[src/rtl/pipeline_hazard_ctrl_pkg.sv]
// Shared types for the pipeline hazard/forwarding controller: FSM states,
// forward-select encoding and the per-stage latch control bundle.
package pipeline_hazard_ctrl_pkg;

    typedef enum logic [2:0] {
        RUN      = 3'd0,
        MEM_WAIT = 3'd1,
        LU_STALL = 3'd2,
        DRAIN    = 3'd3,
        HALTED   = 3'd4
    } hz_state_t;

    typedef enum logic [1:0] {
        FWD_NONE = 2'd0,
        FWD_MEM  = 2'd1,
        FWD_WB   = 2'd2
    } fwd_sel_t;

    typedef struct packed {
        logic ifid;
        logic idex;
        logic xmem;
        logic wb;
    } stage_ctl_t;

    // The producer in EX is younger than the one in MEM, so its result wins.
    function automatic fwd_sel_t fwd_pick(input logic ex_match, input logic mem_match);
        fwd_sel_t sel;
        if (ex_match) begin
            sel = FWD_MEM;
        end else if (mem_match) begin
            sel = FWD_WB;
        end else begin
            sel = FWD_NONE;
        end
        return sel;
    endfunction

endpackage

[src/rtl/pipeline_hazard_ctrl_if.sv]
// Pipeline-side view of the hazard controller: decode/producer info in,
// latch stall/flush, PC enable, forward selects and perf counters out.
interface pipeline_hazard_ctrl_if #(
    parameter int REGW = 5,
    parameter int CNTW = 16
);
    import pipeline_hazard_ctrl_pkg::*;

    logic [REGW-1:0] id_rs;
    logic [REGW-1:0] id_rt;
    logic            id_use_rs;
    logic            id_use_rt;
    logic            id_halt;
    logic [REGW-1:0] ex_wsel;
    logic            ex_regwr;
    logic            ex_load;
    logic [REGW-1:0] mem_wsel;
    logic            mem_regwr;
    logic            dmem_req;
    logic            dhit;
    logic            ihit;
    logic            redirect;
    logic            halt_wb;

    fwd_sel_t        fwd_a;
    fwd_sel_t        fwd_b;
    logic            stall_ifid;
    logic            stall_idex;
    logic            stall_xmem;
    logic            stall_wb;
    logic            flush_ifid;
    logic            flush_idex;
    logic            flush_xmem;
    logic            flush_wb;
    logic            pc_en;
    logic            halted;
    logic [CNTW-1:0] stall_cnt;
    logic [CNTW-1:0] flush_cnt;

    modport master (
        output id_rs, id_rt, id_use_rs, id_use_rt, id_halt,
               ex_wsel, ex_regwr, ex_load, mem_wsel, mem_regwr,
               dmem_req, dhit, ihit, redirect, halt_wb,
        input  fwd_a, fwd_b, stall_ifid, stall_idex, stall_xmem, stall_wb,
               flush_ifid, flush_idex, flush_xmem, flush_wb,
               pc_en, halted, stall_cnt, flush_cnt
    );

    modport slave (
        input  id_rs, id_rt, id_use_rs, id_use_rt, id_halt,
               ex_wsel, ex_regwr, ex_load, mem_wsel, mem_regwr,
               dmem_req, dhit, ihit, redirect, halt_wb,
        output fwd_a, fwd_b, stall_ifid, stall_idex, stall_xmem, stall_wb,
               flush_ifid, flush_idex, flush_xmem, flush_wb,
               pc_en, halted, stall_cnt, flush_cnt
    );

endinterface

[src/rtl/pipeline_hazard_ctrl_fwd_predecode.sv]
// Forward-select predecode: compares both ID source registers against the EX and
// MEM producers and registers the selects for use when the instruction is in EX.
module pipeline_hazard_ctrl_fwd_predecode
    import pipeline_hazard_ctrl_pkg::*;
#(
    parameter int REGW = 5
) (
    input  logic            CLK,
    input  logic            RST,
    input  logic [REGW-1:0] id_rs,
    input  logic [REGW-1:0] id_rt,
    input  logic [REGW-1:0] ex_wsel,
    input  logic            ex_regwr,
    input  logic [REGW-1:0] mem_wsel,
    input  logic            mem_regwr,
    input  logic            stall_idex,
    input  logic            flush_idex,
    output fwd_sel_t        fwd_a,
    output fwd_sel_t        fwd_b
);

    logic [1:0][REGW-1:0] id_src_s;
    logic [1:0]           ex_match_s;
    logic [1:0]           mem_match_s;
    fwd_sel_t [1:0]       sel_d;
    fwd_sel_t [1:0]       sel_q;

    assign id_src_s = {id_rt, id_rs};

    // Source compare and select update; a flush beats a stall and r0 never forwards.
    always_comb begin
        ex_match_s  = 2'b00;
        mem_match_s = 2'b00;
        sel_d       = sel_q;
        for (int i = 0; i < 2; i++) begin
            ex_match_s[i]  = ex_regwr  && (ex_wsel  != '0) && (ex_wsel  == id_src_s[i]);
            mem_match_s[i] = mem_regwr && (mem_wsel != '0) && (mem_wsel == id_src_s[i]);
        end
        if (flush_idex) begin
            sel_d = {FWD_NONE, FWD_NONE};
        end else if (stall_idex) begin
            sel_d = sel_q;
        end else begin
            sel_d = {fwd_pick(ex_match_s[1], mem_match_s[1]),
                     fwd_pick(ex_match_s[0], mem_match_s[0])};
        end
    end

    // Select register.
    always_ff @(posedge CLK) begin
        if (RST) begin
            sel_q <= {FWD_NONE, FWD_NONE};
        end else begin
            sel_q <= sel_d;
        end
    end

    assign fwd_a = sel_q[0];
    assign fwd_b = sel_q[1];

endmodule

[src/rtl/pipeline_hazard_ctrl.sv]
// Hazard controller top: stall FSM (dcache miss, load-use bubbles, halt drain),
// branch redirect flushing, forward predecode and saturating perf counters.
module pipeline_hazard_ctrl
    import pipeline_hazard_ctrl_pkg::*;
#(
    parameter int REGW       = 5,
    parameter int BRANCH_STG = 2,
    parameter int LU_BUBBLES = 1,
    parameter int CNTW       = 16
) (
    input  logic                  CLK,
    input  logic                  RST,
    pipeline_hazard_ctrl_if.slave hz
);

    localparam logic [1:0] LU_MAX = 2'(LU_BUBBLES);

    hz_state_t       state_q, state_d;
    hz_state_t       ret_q, ret_d;
    hz_state_t       eff_state_s;
    logic [1:0]      lu_cnt_q, lu_cnt_d;
    logic [CNTW-1:0] stall_cnt_q, stall_cnt_d;
    logic [CNTW-1:0] flush_cnt_q, flush_cnt_d;
    logic            miss_s;
    logic            lu_hit_s;
    stage_ctl_t      stall_s;
    stage_ctl_t      flush_s;
    logic            pc_en_s;

    assign miss_s   = hz.dmem_req && !hz.dhit;
    assign lu_hit_s = hz.ex_load && hz.ex_regwr && (hz.ex_wsel != '0) &&
                      ((hz.id_use_rs && (hz.id_rs == hz.ex_wsel)) ||
                       (hz.id_use_rt && (hz.id_rt == hz.ex_wsel)));
    // Leaving MEM_WAIT, the held state acts in the same cycle the latches advance.
    assign eff_state_s = (state_q == MEM_WAIT) ? ret_q : state_q;

    // State, return-state, bubble count and counter registers.
    always_ff @(posedge CLK) begin
        if (RST) begin
            state_q     <= RUN;
            ret_q       <= RUN;
            lu_cnt_q    <= 2'd0;
            stall_cnt_q <= '0;
            flush_cnt_q <= '0;
        end else begin
            state_q     <= state_d;
            ret_q       <= ret_d;
            lu_cnt_q    <= lu_cnt_d;
            stall_cnt_q <= stall_cnt_d;
            flush_cnt_q <= flush_cnt_d;
        end
    end

    // Next-state logic, priority halt_wb > miss > load-use > drain > redirect.
    always_comb begin
        state_d  = state_q;
        ret_d    = ret_q;
        lu_cnt_d = lu_cnt_q;
        if ((state_q == HALTED) || hz.halt_wb) begin
            state_d = HALTED;
        end else if (miss_s) begin
            state_d = MEM_WAIT;
            if (state_q != MEM_WAIT) begin
                ret_d = state_q;
            end else begin
                ret_d = ret_q;
            end
        end else begin
            case (eff_state_s)
                LU_STALL: begin
                    if ((lu_cnt_q + 2'd1) >= LU_MAX) begin
                        state_d  = RUN;
                        lu_cnt_d = 2'd0;
                    end else begin
                        state_d  = LU_STALL;
                        lu_cnt_d = lu_cnt_q + 2'd1;
                    end
                end
                DRAIN: state_d = DRAIN;
                RUN: begin
                    if (lu_hit_s) begin
                        if (LU_MAX > 2'd1) begin
                            state_d  = LU_STALL;
                            lu_cnt_d = 2'd1;
                        end else begin
                            state_d  = RUN;
                            lu_cnt_d = 2'd0;
                        end
                    end else if (hz.id_halt) begin
                        state_d = DRAIN;
                    end else begin
                        state_d = RUN;
                    end
                end
                default: state_d = RUN;
            endcase
        end
    end

    // Latch stall/flush and PC enable for the current cycle.
    always_comb begin
        stall_s = '0;
        flush_s = '0;
        pc_en_s = 1'b0;
        if ((state_q == HALTED) || hz.halt_wb) begin
            stall_s = '1;
        end else if (miss_s) begin
            stall_s.ifid = 1'b1;
            stall_s.idex = 1'b1;
            stall_s.xmem = 1'b1;
            flush_s.wb   = 1'b1;
        end else begin
            case (eff_state_s)
                LU_STALL: begin
                    stall_s.ifid = 1'b1;
                    flush_s.idex = 1'b1;
                end
                DRAIN: flush_s.ifid = 1'b1;
                RUN: begin
                    if (lu_hit_s) begin
                        stall_s.ifid = 1'b1;
                        flush_s.idex = 1'b1;
                    end else if (hz.id_halt) begin
                        flush_s.ifid = 1'b1;
                    end else if (hz.redirect) begin
                        pc_en_s      = 1'b1;
                        flush_s.ifid = 1'b1;
                        flush_s.idex = (BRANCH_STG == 2);
                    end else begin
                        pc_en_s      = hz.ihit;
                        flush_s.ifid = !hz.ihit;
                    end
                end
                default: stall_s = '1;
            endcase
        end
    end

    // Saturating perf counters.
    always_comb begin
        if ((stall_s != '0) && (state_q != HALTED) && (stall_cnt_q != '1)) begin
            stall_cnt_d = stall_cnt_q + CNTW'(1);
        end else begin
            stall_cnt_d = stall_cnt_q;
        end
        if ((flush_s != '0) && (flush_cnt_q != '1)) begin
            flush_cnt_d = flush_cnt_q + CNTW'(1);
        end else begin
            flush_cnt_d = flush_cnt_q;
        end
    end

    pipeline_hazard_ctrl_fwd_predecode #(.REGW(REGW)) u_fwd (
        .CLK        (CLK),
        .RST        (RST),
        .id_rs      (hz.id_rs),
        .id_rt      (hz.id_rt),
        .ex_wsel    (hz.ex_wsel),
        .ex_regwr   (hz.ex_regwr),
        .mem_wsel   (hz.mem_wsel),
        .mem_regwr  (hz.mem_regwr),
        .stall_idex (stall_s.idex),
        .flush_idex (flush_s.idex),
        .fwd_a      (hz.fwd_a),
        .fwd_b      (hz.fwd_b)
    );

    assign hz.stall_ifid = stall_s.ifid;
    assign hz.stall_idex = stall_s.idex;
    assign hz.stall_xmem = stall_s.xmem;
    assign hz.stall_wb   = stall_s.wb;
    assign hz.flush_ifid = flush_s.ifid;
    assign hz.flush_idex = flush_s.idex;
    assign hz.flush_xmem = flush_s.xmem;
    assign hz.flush_wb   = flush_s.wb;
    assign hz.pc_en      = pc_en_s;
    assign hz.halted     = (state_q == HALTED);
    assign hz.stall_cnt  = stall_cnt_q;
    assign hz.flush_cnt  = flush_cnt_q;

endmodule

[src/flat_wrapper.sv]
// flat-port wrapper written by rule: the top's interface ports become plain ports
module pipeline_hazard_ctrl_flat import pipeline_hazard_ctrl_pkg::*;
#(
    parameter int REGW       = 5,
    parameter int BRANCH_STG = 2,
    parameter int LU_BUBBLES = 1,
    parameter int CNTW       = 16
)
  (CLK, RST, hz_id_rs, hz_id_rt, hz_id_use_rs, hz_id_use_rt, hz_id_halt, hz_ex_wsel, hz_ex_regwr, hz_ex_load, hz_mem_wsel, hz_mem_regwr, hz_dmem_req, hz_dhit, hz_ihit, hz_redirect, hz_halt_wb, hz_fwd_a, hz_fwd_b, hz_stall_ifid, hz_stall_idex, hz_stall_xmem, hz_stall_wb, hz_flush_ifid, hz_flush_idex, hz_flush_xmem, hz_flush_wb, hz_pc_en, hz_halted, hz_stall_cnt, hz_flush_cnt);
  pipeline_hazard_ctrl_if #(.REGW(REGW), .CNTW(CNTW)) hz_i ();
  input  logic CLK;
  input  logic RST;
  input wire logic [$bits(hz_i.id_rs)-1:0] hz_id_rs;
  input wire logic [$bits(hz_i.id_rt)-1:0] hz_id_rt;
  input wire logic [$bits(hz_i.id_use_rs)-1:0] hz_id_use_rs;
  input wire logic [$bits(hz_i.id_use_rt)-1:0] hz_id_use_rt;
  input wire logic [$bits(hz_i.id_halt)-1:0] hz_id_halt;
  input wire logic [$bits(hz_i.ex_wsel)-1:0] hz_ex_wsel;
  input wire logic [$bits(hz_i.ex_regwr)-1:0] hz_ex_regwr;
  input wire logic [$bits(hz_i.ex_load)-1:0] hz_ex_load;
  input wire logic [$bits(hz_i.mem_wsel)-1:0] hz_mem_wsel;
  input wire logic [$bits(hz_i.mem_regwr)-1:0] hz_mem_regwr;
  input wire logic [$bits(hz_i.dmem_req)-1:0] hz_dmem_req;
  input wire logic [$bits(hz_i.dhit)-1:0] hz_dhit;
  input wire logic [$bits(hz_i.ihit)-1:0] hz_ihit;
  input wire logic [$bits(hz_i.redirect)-1:0] hz_redirect;
  input wire logic [$bits(hz_i.halt_wb)-1:0] hz_halt_wb;
  output wire logic [$bits(hz_i.fwd_a)-1:0] hz_fwd_a;
  output wire logic [$bits(hz_i.fwd_b)-1:0] hz_fwd_b;
  output wire logic [$bits(hz_i.stall_ifid)-1:0] hz_stall_ifid;
  output wire logic [$bits(hz_i.stall_idex)-1:0] hz_stall_idex;
  output wire logic [$bits(hz_i.stall_xmem)-1:0] hz_stall_xmem;
  output wire logic [$bits(hz_i.stall_wb)-1:0] hz_stall_wb;
  output wire logic [$bits(hz_i.flush_ifid)-1:0] hz_flush_ifid;
  output wire logic [$bits(hz_i.flush_idex)-1:0] hz_flush_idex;
  output wire logic [$bits(hz_i.flush_xmem)-1:0] hz_flush_xmem;
  output wire logic [$bits(hz_i.flush_wb)-1:0] hz_flush_wb;
  output wire logic [$bits(hz_i.pc_en)-1:0] hz_pc_en;
  output wire logic [$bits(hz_i.halted)-1:0] hz_halted;
  output wire logic [$bits(hz_i.stall_cnt)-1:0] hz_stall_cnt;
  output wire logic [$bits(hz_i.flush_cnt)-1:0] hz_flush_cnt;
  assign hz_i.id_rs = hz_id_rs;
  assign hz_i.id_rt = hz_id_rt;
  assign hz_i.id_use_rs = hz_id_use_rs;
  assign hz_i.id_use_rt = hz_id_use_rt;
  assign hz_i.id_halt = hz_id_halt;
  assign hz_i.ex_wsel = hz_ex_wsel;
  assign hz_i.ex_regwr = hz_ex_regwr;
  assign hz_i.ex_load = hz_ex_load;
  assign hz_i.mem_wsel = hz_mem_wsel;
  assign hz_i.mem_regwr = hz_mem_regwr;
  assign hz_i.dmem_req = hz_dmem_req;
  assign hz_i.dhit = hz_dhit;
  assign hz_i.ihit = hz_ihit;
  assign hz_i.redirect = hz_redirect;
  assign hz_i.halt_wb = hz_halt_wb;
  assign hz_fwd_a = hz_i.fwd_a;
  assign hz_fwd_b = hz_i.fwd_b;
  assign hz_stall_ifid = hz_i.stall_ifid;
  assign hz_stall_idex = hz_i.stall_idex;
  assign hz_stall_xmem = hz_i.stall_xmem;
  assign hz_stall_wb = hz_i.stall_wb;
  assign hz_flush_ifid = hz_i.flush_ifid;
  assign hz_flush_idex = hz_i.flush_idex;
  assign hz_flush_xmem = hz_i.flush_xmem;
  assign hz_flush_wb = hz_i.flush_wb;
  assign hz_pc_en = hz_i.pc_en;
  assign hz_halted = hz_i.halted;
  assign hz_stall_cnt = hz_i.stall_cnt;
  assign hz_flush_cnt = hz_i.flush_cnt;
  pipeline_hazard_ctrl #(.REGW(REGW), .BRANCH_STG(BRANCH_STG), .LU_BUBBLES(LU_BUBBLES), .CNTW(CNTW)) u_core (.CLK(CLK), .RST(RST), .hz(hz_i));
endmodule
[config.mk]
export PLATFORM = sky130hd
export DESIGN_NAME = pipeline_hazard_ctrl_flat
export DESIGN_NICKNAME = d
export VERILOG_FILES = /design/src/rtl/pipeline_hazard_ctrl_pkg.sv /design/src/rtl/pipeline_hazard_ctrl_if.sv /design/src/rtl/pipeline_hazard_ctrl_fwd_predecode.sv /design/src/rtl/pipeline_hazard_ctrl.sv /design/src/flat_wrapper.sv
export SDC_FILE = /design/constraint.sdc
export NUM_CORES = 1
export LEC_CHECK = 0
export CAP_MARGIN = 0
export CORE_MARGIN = 10
export CORE_UTILIZATION = 35
export DETAILED_ROUTE_END_ITERATION = 16
export GPL_ROUTABILITY_DRIVEN = 0
export GPL_TIMING_DRIVEN = 0
export REMOVE_ABC_BUFFERS = 1
export SETUP_SLACK_MARGIN = 0.4
export SLEW_MARGIN = 40
export SYNTH_ARGS = -nofsm -noshare
export SYNTH_HDL_FRONTEND = slang
export SYNTH_HIERARCHICAL = 1
export SYNTH_SLANG_ARGS = --single-unit
[constraint.sdc]
create_clock -name CLK -period 5.4 [get_ports CLK]
set_input_delay 1.08 -clock CLK [delete_from_list [all_inputs] [get_ports CLK]]
set_output_delay 1.08 -clock CLK [all_outputs]
set_load 0.01 [all_outputs]
==> flow_summary_export.csv <==
group,metric,value,unit
outcome,status,"completed",
die,dieArea,0.0115,mm²
clock_network,clk_path_buf_depth,2,
critical_path,critPathArrivalTime,3.68,ns
synthesis,ff_type,"dfxtp_1",
critical_path,crit_top_cell,"clkdlybuf4s50_1",
final_timing,worst_pin_slew,0.606,ns
pwr,power.density,193,mW/mm²
final_timing,slew_headroom,59.3,%
final_timing,skew,0.00664,ns
detailed_routing,initialDrtViolationCount,115,
place,port_buffers,77,
cells_and_area,fillers,732,
detailed_routing,via_per_inst,5.06,
critical_path,slowest_stage,"clkdlybuf4s50_1",
detailed_routing,remaining_drc_errors,0,
synthesis,yosys_area,0.00266,mm²
clock_network,cts_setup_buffers,0,
place,placed_area,0.00351,mm²
clock_network,cts_htree_levels,2,
cells_and_area,area_growth,35.7,%
die,fp_util,36.3,%
cells_and_area,antennaDiodeCount,0,
clock_network,clock-root-buffer,"clkbuf_8",
detailed_routing,ant_nets,0,
cells_and_area,final_cell_mix,"clkdlybuf4s50_1 (76), xnor2_1 (47), dfxtp_1 (44)",
critical_path,crit_path_end_kind,"primary output",
die,num_io_pins,79,
cells_and_area,layout.cells.most_common,"clkdlybuf4s50_1",
synthesis,edf_count,0,
detailed_routing,post_drt_wl_per_cell,15.2,µm
[cell usage after synthesis, types with 3 or more instances]
cell       n  share of area [%]
o21ai_1    4               0.75
or4_1      3               0.85
and2_1     3               0.71
nor4_1     7                1.6
nor2_1    41                5.8
nor3_1    13                2.4
clkbuf_1   3               0.42
and3_1     5                1.2
or3_1      5                1.2
nand3_1   20                3.8
xnor2_1   47                 15
ha_1       3                1.4
dfxtp_1   44                 33
inv_1      5               0.71
xor2_1     6                2.0
nand2_1   25                3.5
nand4_1   10                2.4
a21oi_1   11                2.1
o21ai_0    8                1.5
nor2b_1    5                1.2
[final cells by class]
type,instances,area [µm²],area share [%]
timing repair buffer,78,793,22.0
multi-input combinational,263,1700,47.2
inverter,5,18.8,0.520
sequential,44,881,24.4
tap,99,124,3.43
clock inverter,3,18.8,0.520
clock buffer,5,68.8,1.91
[worst paths after layout]
kind	start	depth (start not counted)	endpoint	slack, ns
worst max register to register	u_core/state_q[2]$_SDFF_PP0_	8	u_core/u_fwd/fwd_b[1]$_SDFFE_PP0N_	2.84
worst max-delay path	hz_ex_wsel[2]	7	hz_flush_idex	0.64
worst min-delay path	u_core/lu_cnt_q[1]$_SDFFE_PP0P_	2	u_core/lu_cnt_q[1]$_SDFFE_PP0P_	0.46
worst min register to register	u_core/lu_cnt_q[1]$_SDFFE_PP0P_	2	u_core/lu_cnt_q[1]$_SDFFE_PP0P_	0.46
[worst max-delay path, delay by kind of cell]
family | cells | cell delay (ns)
buf+inv | 2 | 1.31
xor+xnor | 1 | 0.16
compound gates | 2 | 0.87
simple gates | 2 | 0.25
[kinds of logic after synthesis]
family	share of synthesized area (%)
adder cells (fa/ha/maj)	1.41
flip-flops	33.1
AND/OR/NAND/NOR	32.0
AND-OR/OR-AND	12.2
multiplexers	0.377
XOR/XNOR	17.5
buffers and inverters	3.20
other	0.141
[per-stage QoR]
stage | instances | setup slack (ns) | utilization (%) | hold WS (ns)
floorplan | 312 | 1.87 | - | 0.430
global placement | 488 | 0.647 | 47.6 | 0.446
detailed placement | 489 | 0.622 | 47.9 | 0.453
CTS | 497 | 0.619 | 49.1 | 0.466
global route | 497 | 0.465 | 49.2 | 0.491
finish | 497 | 0.639 | 49.2 | 0.459
[state kept, by name, indices dropped and copies added (netlist names)]
name and cells:
u_core/u_fwd/fwd_a 2, u_core/hz.stall_cnt 16, u_core/hz.flush_cnt 16, u_core/ret_q 3
u_core/state_q 3, u_core/lu_cnt_q 2, u_core/u_fwd/fwd_b 2
[routing by layer]
| layer | share of wire, % | GRT usage, % |
|---|---|---|
| met1 | 48 | 16.7 |
| met4 | 0.26 | 2.32 |
| met2 | 44 | 20.5 |
| met5 | 0 | 0 |
| met3 | 7.6 | 5.21 |
[power by group]
group / total [mW] / switching [mW] / internal [mW] / leakage [nW]
logic: 0.149 / 0.0749 / 0.0744 / 0.801
clock network: 0.206 / 0.116 / 0.0904 / 0.0479
registers: 0.340 / 0.00926 / 0.331 / 0.356
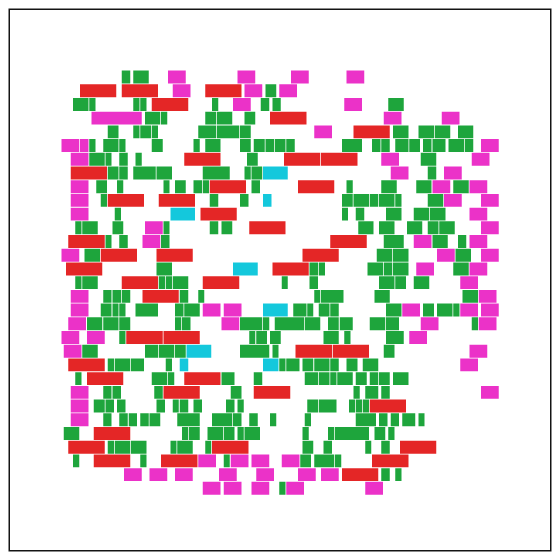
**Above:** placed cells, one colour a class.
- flip-flops: red (cells 44)
- all other logic: green (cells 268)
- other buffers and delay cells: magenta (cells 78)
- clock drivers and dummy loads: cyan (cells 8)
final non-filler cell area: 0.00361 mm²
flop share of the area: 24.4%
Core Box Area: 0.00733 mm²
final core utilization: 49.2%
# rows: 31

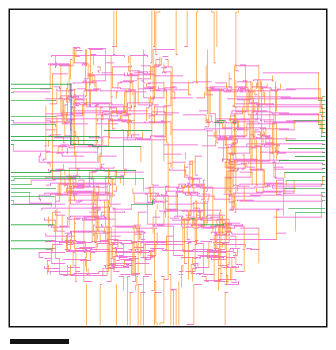
**Above:** metal layers overlaid.
Scale bar: 20 µm.
- met3: green (wire length 573 µm)
- met2: orange (wire length 3330 µm)
- met1: magenta (wire length 3620 µm)
- met4: blue (wire length 20.4 µm)
All-Layer GR Usage: 13.1%
vias: 2516
total wire length: 7550 µm

No activity file was given, so power comes from the tool's default toggle rates.
